File: config.mk
export PLATFORM = sky130hd
export DESIGN_NAME = rd_interlock_ctl
export DESIGN_NICKNAME = d
export VERILOG_FILES = /design/src/rtl/rd_interlock_ctl_pkg.sv /design/src/rtl/rd_interlock_ctl_timer.sv /design/src/rtl/rd_interlock_ctl.sv
export SDC_FILE = /design/constraint.sdc
export NUM_CORES = 1
export LEC_CHECK = 0
export CAP_MARGIN = 15
export CORE_UTILIZATION = 53
export CTS_CLUSTER_SIZE = 24
export DETAILED_ROUTE_END_ITERATION = 6
export GPL_TIMING_DRIVEN = 0
export PLACE_DENSITY = 0.86
export SYNTH_ARGS = -nofsm -noshare
export SYNTH_HDL_FRONTEND = slang
export SYNTH_SLANG_ARGS = --single-unit
export TNS_END_PERCENT = 100
File: constraint.sdc
create_clock -name clk -period 3.5 [get_ports clk]
set_input_delay 0.525 -clock clk [delete_from_list [all_inputs] [get_ports clk]]
set_output_delay 0.525 -clock clk [all_outputs]
set_load 0.05 [all_outputs]
File: src/rtl/rd_interlock_ctl_pkg.sv
// Shared opcode/funct constants, forwarding and destination encodings, and the
// pipeline-slot record used by the RD-stage interlock controller.
package rd_interlock_ctl_pkg;

    localparam logic [4:0] REG_R0  = 5'd0;
    localparam logic [4:0] REG_R31 = 5'd31;

    // Primary opcodes
    localparam logic [5:0] OP_SPECIAL = 6'h00;
    localparam logic [5:0] OP_REGIMM  = 6'h01;
    localparam logic [5:0] OP_JAL     = 6'h03;
    localparam logic [5:0] OP_BEQ     = 6'h04;
    localparam logic [5:0] OP_BNE     = 6'h05;
    localparam logic [5:0] OP_BLEZ    = 6'h06;
    localparam logic [5:0] OP_BGTZ    = 6'h07;
    localparam logic [5:0] OP_ADDI    = 6'h08;
    localparam logic [5:0] OP_ADDIU   = 6'h09;
    localparam logic [5:0] OP_SLTI    = 6'h0A;
    localparam logic [5:0] OP_SLTIU   = 6'h0B;
    localparam logic [5:0] OP_ANDI    = 6'h0C;
    localparam logic [5:0] OP_ORI     = 6'h0D;
    localparam logic [5:0] OP_XORI    = 6'h0E;
    localparam logic [5:0] OP_LUI     = 6'h0F;
    localparam logic [5:0] OP_LB      = 6'h20;
    localparam logic [5:0] OP_LH      = 6'h21;
    localparam logic [5:0] OP_LWL     = 6'h22;
    localparam logic [5:0] OP_LW      = 6'h23;
    localparam logic [5:0] OP_LBU     = 6'h24;
    localparam logic [5:0] OP_LHU     = 6'h25;
    localparam logic [5:0] OP_LWR     = 6'h26;
    localparam logic [5:0] OP_SB      = 6'h28;
    localparam logic [5:0] OP_SH      = 6'h29;
    localparam logic [5:0] OP_SWL     = 6'h2A;
    localparam logic [5:0] OP_SW      = 6'h2B;
    localparam logic [5:0] OP_SWR     = 6'h2E;

    // SPECIAL function codes
    localparam logic [5:0] FN_SLL     = 6'h00;
    localparam logic [5:0] FN_SRL     = 6'h02;
    localparam logic [5:0] FN_SRA     = 6'h03;
    localparam logic [5:0] FN_JR      = 6'h08;
    localparam logic [5:0] FN_JALR    = 6'h09;
    localparam logic [5:0] FN_SYSCALL = 6'h0C;
    localparam logic [5:0] FN_BREAK   = 6'h0D;
    localparam logic [5:0] FN_MFHI    = 6'h10;
    localparam logic [5:0] FN_MTHI    = 6'h11;
    localparam logic [5:0] FN_MFLO    = 6'h12;
    localparam logic [5:0] FN_MTLO    = 6'h13;
    localparam logic [5:0] FN_MULT    = 6'h18;
    localparam logic [5:0] FN_MULTU   = 6'h19;
    localparam logic [5:0] FN_DIV     = 6'h1A;
    localparam logic [5:0] FN_DIVU    = 6'h1B;

    typedef enum logic [1:0] {
        FWD_REG = 2'd0,
        FWD_EX  = 2'd1,
        FWD_MEM = 2'd2
    } fwd_sel_e;

    typedef enum logic [1:0] {
        DEST_RT  = 2'd0,
        DEST_RD  = 2'd1,
        DEST_R31 = 2'd2
    } reg_dest_e;

    typedef struct packed {
        logic       valid;
        logic [4:0] dest;
        logic       writes;
        logic       is_load;
    } stage_rec_t;

    function automatic logic is_load_op(input logic [5:0] op);
        case (op)
            OP_LB, OP_LH, OP_LWL, OP_LW, OP_LBU, OP_LHU, OP_LWR: return 1'b1;
            default:                                             return 1'b0;
        endcase
    endfunction

    function automatic logic is_store_op(input logic [5:0] op);
        case (op)
            OP_SB, OP_SH, OP_SWL, OP_SW, OP_SWR: return 1'b1;
            default:                             return 1'b0;
        endcase
    endfunction

endpackage

File: src/rtl/rd_interlock_ctl_timer.sv
// Multiply/divide busy timer: loads the unit latency on issue, counts down to
// zero, and reports when a dependent HI/LO access may proceed.
module rd_muldiv_timer
    import rd_interlock_ctl_pkg::*;
#(
    parameter int MULT_CYCLES = 4,
    parameter int DIV_CYCLES  = 32
) (
    input  logic clk,
    input  logic rst_n,
    input  logic start_mult,
    input  logic start_div,
    output logic ready,
    output logic md_busy
);

    localparam logic [5:0] MULT_LOAD = 6'(MULT_CYCLES);
    localparam logic [5:0] DIV_LOAD  = 6'(DIV_CYCLES);

    logic [5:0] count;

    // NOTE: state registers use non-blocking assignments so every flop samples
    // pre-edge values regardless of the order the always blocks are evaluated.
    always_ff @(posedge clk or negedge rst_n) begin
        if (!rst_n) begin
            count <= '0;
        end else if (start_mult) begin
            count <= MULT_LOAD;
        end else if (start_div) begin
            count <= DIV_LOAD;
        end else if (count != 6'd0) begin
            count <= count - 6'd1;
        end
    end

    // The result lands on the edge where the count reaches zero, so a count of
    // one already lets the dependent instruction issue into that edge.
    assign ready   = (count <= 6'd1);
    assign md_busy = (count != 6'd0);

endmodule

File: src/rtl/rd_interlock_ctl.sv
// RD-stage control: instruction decode for the datapath, load-use and mul/div
// interlocks, and registered forwarding selects for the EX operands.
module rd_interlock_ctl
    import rd_interlock_ctl_pkg::*;
#(
    parameter int MULT_CYCLES = 4,
    parameter int DIV_CYCLES  = 32
) (
    input  logic        clk,
    input  logic        rst_n,
    input  logic        rd_valid,
    input  logic [31:0] INS,
    output logic        SignExtend,
    output logic [1:0]  RegDestCtl,
    output logic        stall,
    output logic        bubble,
    output logic [1:0]  fwd_a,
    output logic [1:0]  fwd_b,
    output logic        md_busy
);

    logic [5:0] opcode;
    logic [5:0] funct;
    logic [4:0] rs;
    logic [4:0] rt;
    logic [4:0] rd;
    logic       unused_shamt;

    assign opcode       = INS[31:26];
    assign rs           = INS[25:21];
    assign rt           = INS[20:16];
    assign rd           = INS[15:11];
    assign funct        = INS[5:0];
    assign unused_shamt = ^INS[10:6];

    reg_dest_e  dest_sel;
    logic       sign_ext;
    logic       wr_en;
    logic       uses_rs;
    logic       uses_rt;
    logic       is_mult;
    logic       is_div;
    logic       is_md_op;
    logic       rd_is_load;
    logic [4:0] rd_dest;
    logic       rd_writes;

    always_comb begin
        // NOTE: every signal driven here gets a default first, so no decode
        // path can leave one unassigned and infer a latch.
        sign_ext = 1'b0;
        dest_sel = DEST_RT;
        wr_en    = 1'b0;
        uses_rs  = 1'b0;
        uses_rt  = 1'b0;
        is_mult  = 1'b0;
        is_div   = 1'b0;
        is_md_op = 1'b0;
        case (opcode)
            OP_SPECIAL: begin
                dest_sel = DEST_RD;
                wr_en    = 1'b1;
                uses_rs  = 1'b1;
                uses_rt  = 1'b1;
                case (funct)
                    FN_SLL, FN_SRL, FN_SRA: uses_rs = 1'b0;
                    FN_JR: begin
                        wr_en   = 1'b0;
                        uses_rt = 1'b0;
                    end
                    FN_JALR: uses_rt = 1'b0;
                    FN_SYSCALL, FN_BREAK: begin
                        wr_en   = 1'b0;
                        uses_rs = 1'b0;
                        uses_rt = 1'b0;
                    end
                    FN_MFHI, FN_MFLO: begin
                        uses_rs  = 1'b0;
                        uses_rt  = 1'b0;
                        is_md_op = 1'b1;
                    end
                    FN_MTHI, FN_MTLO: begin
                        wr_en    = 1'b0;
                        uses_rt  = 1'b0;
                        is_md_op = 1'b1;
                    end
                    FN_MULT, FN_MULTU: begin
                        wr_en    = 1'b0;
                        is_mult  = 1'b1;
                        is_md_op = 1'b1;
                    end
                    FN_DIV, FN_DIVU: begin
                        wr_en    = 1'b0;
                        is_div   = 1'b1;
                        is_md_op = 1'b1;
                    end
                    default: ;
                endcase
            end
            OP_REGIMM: begin
                sign_ext = 1'b1;
                uses_rs  = 1'b1;
            end
            OP_JAL: begin
                dest_sel = DEST_R31;
                wr_en    = 1'b1;
            end
            OP_BEQ, OP_BNE, OP_BLEZ, OP_BGTZ: begin
                sign_ext = 1'b1;
                uses_rs  = 1'b1;
                uses_rt  = 1'b1;
            end
            OP_ADDI, OP_ADDIU, OP_SLTI, OP_SLTIU: begin
                sign_ext = 1'b1;
                wr_en    = 1'b1;
                uses_rs  = 1'b1;
            end
            OP_ANDI, OP_ORI, OP_XORI: begin
                wr_en   = 1'b1;
                uses_rs = 1'b1;
            end
            OP_LUI: wr_en = 1'b1;
            default: begin
                if (is_load_op(opcode)) begin
                    sign_ext = 1'b1;
                    wr_en    = 1'b1;
                    uses_rs  = 1'b1;
                end else if (is_store_op(opcode)) begin
                    sign_ext = 1'b1;
                    uses_rs  = 1'b1;
                    uses_rt  = 1'b1;
                end
            end
        endcase
    end

    always_comb begin
        case (dest_sel)
            DEST_RD:  rd_dest = rd;
            DEST_R31: rd_dest = REG_R31;
            default:  rd_dest = rt;
        endcase
    end

    // A write to r0 is architecturally discarded, so it must never forward or interlock.
    assign rd_writes  = wr_en & (rd_dest != REG_R0);
    assign rd_is_load = is_load_op(opcode);
    assign SignExtend = sign_ext;
    assign RegDestCtl = dest_sel;

    stage_rec_t ex_rec;
    stage_rec_t mem_rec;
    stage_rec_t rd_rec;
    logic       md_ready;
    logic       load_use;
    logic       md_stall;
    logic       issue;

    assign rd_rec = '{valid: 1'b1, dest: rd_dest, writes: rd_writes, is_load: rd_is_load};

    assign load_use = rd_valid & ex_rec.valid & ex_rec.is_load & ex_rec.writes &
                      ((uses_rs & (ex_rec.dest == rs)) | (uses_rt & (ex_rec.dest == rt)));
    assign md_stall = rd_valid & is_md_op & ~md_ready;
    assign stall    = load_use | md_stall;
    assign bubble   = stall & rd_valid;
    assign issue    = rd_valid & ~stall;

    // A load in EX cannot forward its data yet; in that case the older MEM result may still apply.
    function automatic fwd_sel_e fwd_pick(input logic [4:0] src,
                                          input stage_rec_t ex,
                                          input stage_rec_t mem);
        if (ex.valid && ex.writes && !ex.is_load && ex.dest == src) begin
            return FWD_EX;
        end else if (mem.valid && mem.writes && mem.dest == src) begin
            return FWD_MEM;
        end
        return FWD_REG;
    endfunction

    always_ff @(posedge clk or negedge rst_n) begin
        if (!rst_n) begin
            ex_rec  <= '0;
            mem_rec <= '0;
            fwd_a   <= FWD_REG;
            fwd_b   <= FWD_REG;
        end else begin
            ex_rec  <= issue ? rd_rec : '0;
            mem_rec <= ex_rec;
            fwd_a   <= issue ? fwd_pick(rs, ex_rec, mem_rec) : FWD_REG;
            fwd_b   <= issue ? fwd_pick(rt, ex_rec, mem_rec) : FWD_REG;
        end
    end

    rd_muldiv_timer #(
        .MULT_CYCLES (MULT_CYCLES),
        .DIV_CYCLES  (DIV_CYCLES)
    ) u_md_timer (
        .clk        (clk),
        .rst_n      (rst_n),
        .start_mult (issue & is_mult),
        .start_div  (issue & is_div),
        .ready      (md_ready),
        .md_busy    (md_busy)
    );

endmodule

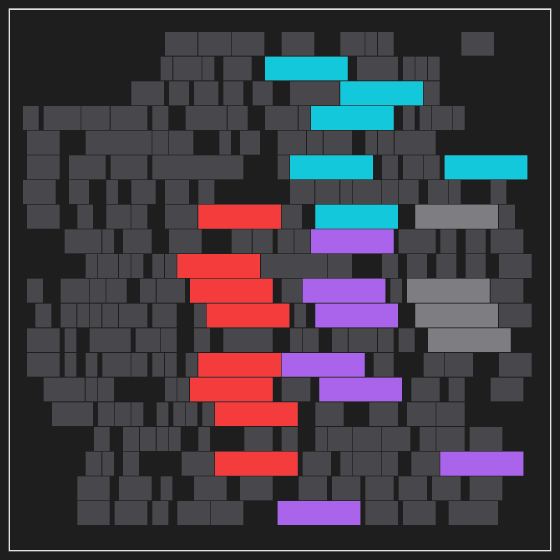
(images/registers.png)
Other sequential cells in the stronger grey, the rest of the logic in the fainter grey.
Key: ex_rec = red [sequential cells 8]; u_md_timer.count = cyan [sequential cells 6]; mem_rec = purple [sequential cells 7]

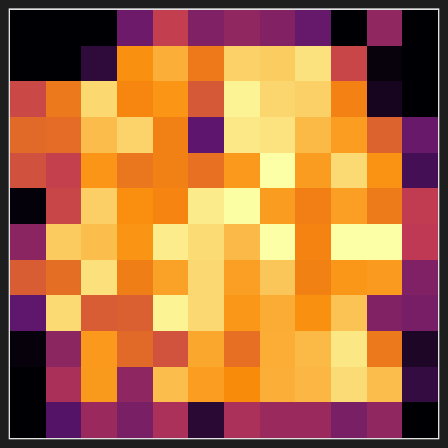
(images/density.png)
The die is cut into 12 by 12 equal tiles; black is low, pale yellow is high, 0 to 100% covered.
10% of the tiles are nearly empty. The fullest tile reaches 100%. The densest ninth of the die: centre.

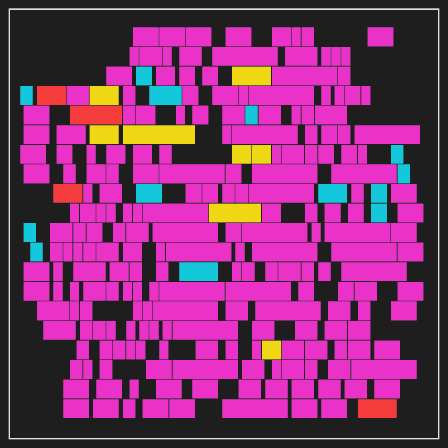
(images/drive_strength.png)
Key: drive 1 or less = magenta [cells 211]; drive 3 to 4 = yellow [cells 8]; drive 2 = cyan [cells 13]; drive 6 and up = red [cells 4]

==> results.tsv <==
metric	value	unit
status	finished clean	
Critical Path End Type	output port	
fp util	56.5	%
die width	59.5	µm
Yosys Warn Count	0	
initial DRC count	49	
CTS max path bufs	2	
Pwr per Cell Area	367	nW/µm²
Core Footprint	3100	µm²
Final Cycle Share	96.8	%
met1 Track Usage GR	29.8	%
Clock Power Share	16.1	%
fin nets	277	
DR DRC count	0	
Post-Syn Area per Cell	8.94	µm²
WL final	3830	µm
leading area contributor after synthesis	dfrtp_1	
Fill cells	278	
sequential power share	47.6	%
pin slew with the least headroom to its limit	0.492	ns
# Cells Yosys	196	
Min-Delay Path Class	flop to flop	
Syn Std Cell Area	1750	µm²
Die Y	59.5	µm
number of enable flip-flop cells	0	
post-CTS setup buffers	0	
Top-area cell share	35.7	%
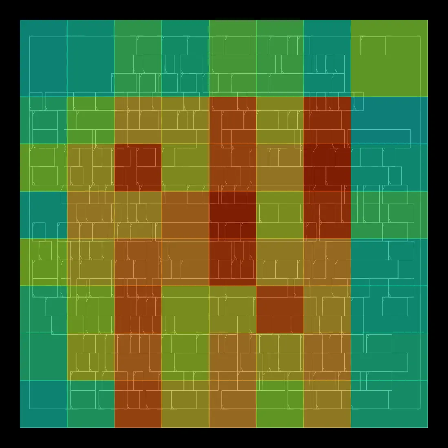
(images/final_congestion.png)
most used routing layer: met2
Wirelength per Cell: 13.7 µm
met3 Use GR: 1.97%
GRT Util Overall: 24.3%

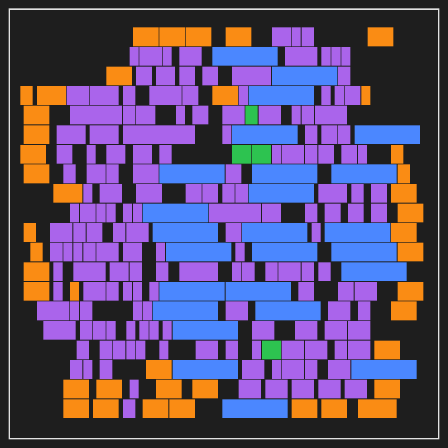
(images/cell_classes.png)
Key: all other logic = purple [cells 165, share of their area 51%]; flip-flops = blue [cells 25, share of their area 29%]; other buffers and delay cells = orange [cells 42, share of their area 18%]; clock drivers and dummy loads = green [cells 4, share of their area 1.3%]

[worst paths after layout]
kind / cells after the start / slack (ns) / to
setup / recovery: 7 / 0.11 / RegDestCtl[1]
hold reg to reg: 0 / 0.42 / mem_rec[7]
max in group asynchronous: 2 / 2.54 / u_md_timer.count[0]
hold / removal: 0 / 0.42 / mem_rec[7]
setup reg to reg: 5 / 1.50 / u_md_timer.count[5]
min in group asynchronous: 1 / 0.50 / mem_rec[3]
[cells by family after synthesis]
| logic type | Yosys count | synth area share, % |
|---|---|---|
| compound gates | 38 | 16.4 |
| xor+xnor | 22 | 11.0 |
| fa+ha+maj | 5 | 3.57 |
| buf+inv | 14 | 4.00 |
| flops | 25 | 35.7 |
| mux | 2 | 1.50 |
| simple gates | 90 | 27.9 |
[through the flow]
step | cells | area, µm²
4_1_cts | 279 | 2180
5_1_grt | 280 | 2180
3_3_place_gp | 275 | 2160
6_report | 280 | 2180
2_1_floorplan | 196 | 1750
3_5_place_dp | 275 | 2160
[state kept, by name, summed over array words and instances, names as in the netlist]
register and count:
fwd_a 2, ex_rec 8, fwd_b 2, mem_rec 7
u_md_timer.count 6
[worst max-delay path, stage by stage]
cell             delay, ns
clkdlybuf4s50_1       0.52
or3_4                 0.49
nor2_8                0.16
inv_1                 0.07
ha_1                  0.19
nor2_1                0.10
clkdlybuf4s50_1       0.81
[placed cells by master, fill, tap and decap left out, types with 2 or more instances in the layout]
master           Yosys  routed
inv_1                8       8
buf_2                2       2
a21oi_1              9       9
nor4_1               4       4
clkbuf_4             0       3
clkbuf_2             0       3
dfrtp_1             25      25
o21ai_0             13      13
nor2_1              22      22
nor3b_1              2       2
clkbuf_1             2       2
or2b_1               2       2
nand2b_1             3       3
or3_4                2       2
nand3_1              4       4
nand2_1             17      17
nand4_1              5       5
or3_1                3       3
clkdlybuf4s50_1      0      32
ha_1                 5       5
a211o_1              3       3
buf_6                2       2
nand3b_1             2       2
xor2_1              17      17
or2_2                3       3
xnor2_1              5       5
nor2b_1              2       2
nor3_1              13      13
[cell type report]
cell class,count,share of cell area (%)
multi-input combinational,157,48.3
sequential,25,28.6
timing repair buffer,36,16.0
tap,44,2.52
buffer,6,1.83
inverter,8,1.37
clock buffer,3,1.03
clock inverter,1,0.229
[timing repair]
| action | 4_1_cts | 5_1_grt |
|---|---|---|
| resized | 6 | 4 |
| endpoints found under the setup margin | 3 | 3 |
| hold buffers | 0 | 0 |
| cloned | 0 | 0 |
[power groups by stage]
stage | Sequential (mW) | Combinational (mW) | Clock (mW)
2_1_floorplan | 0.375 | 0.201 | 0
3_3_place_gp | 0.384 | 0.276 | 0
3_5_place_dp | 0.386 | 0.292 | 0
4_1_cts | 0.380 | 0.293 | 0.130
5_1_grt | 0.389 | 0.326 | 0.144
6_report | 0.382 | 0.292 | 0.129
[layer usage]
layer	up-vias	share of wire [%]
li1	779	-
met1	730	45
met2	51	48
met3	11	3.6
met4	0	3.1
met5	-	0
Power and IR drop assume default switching activity.
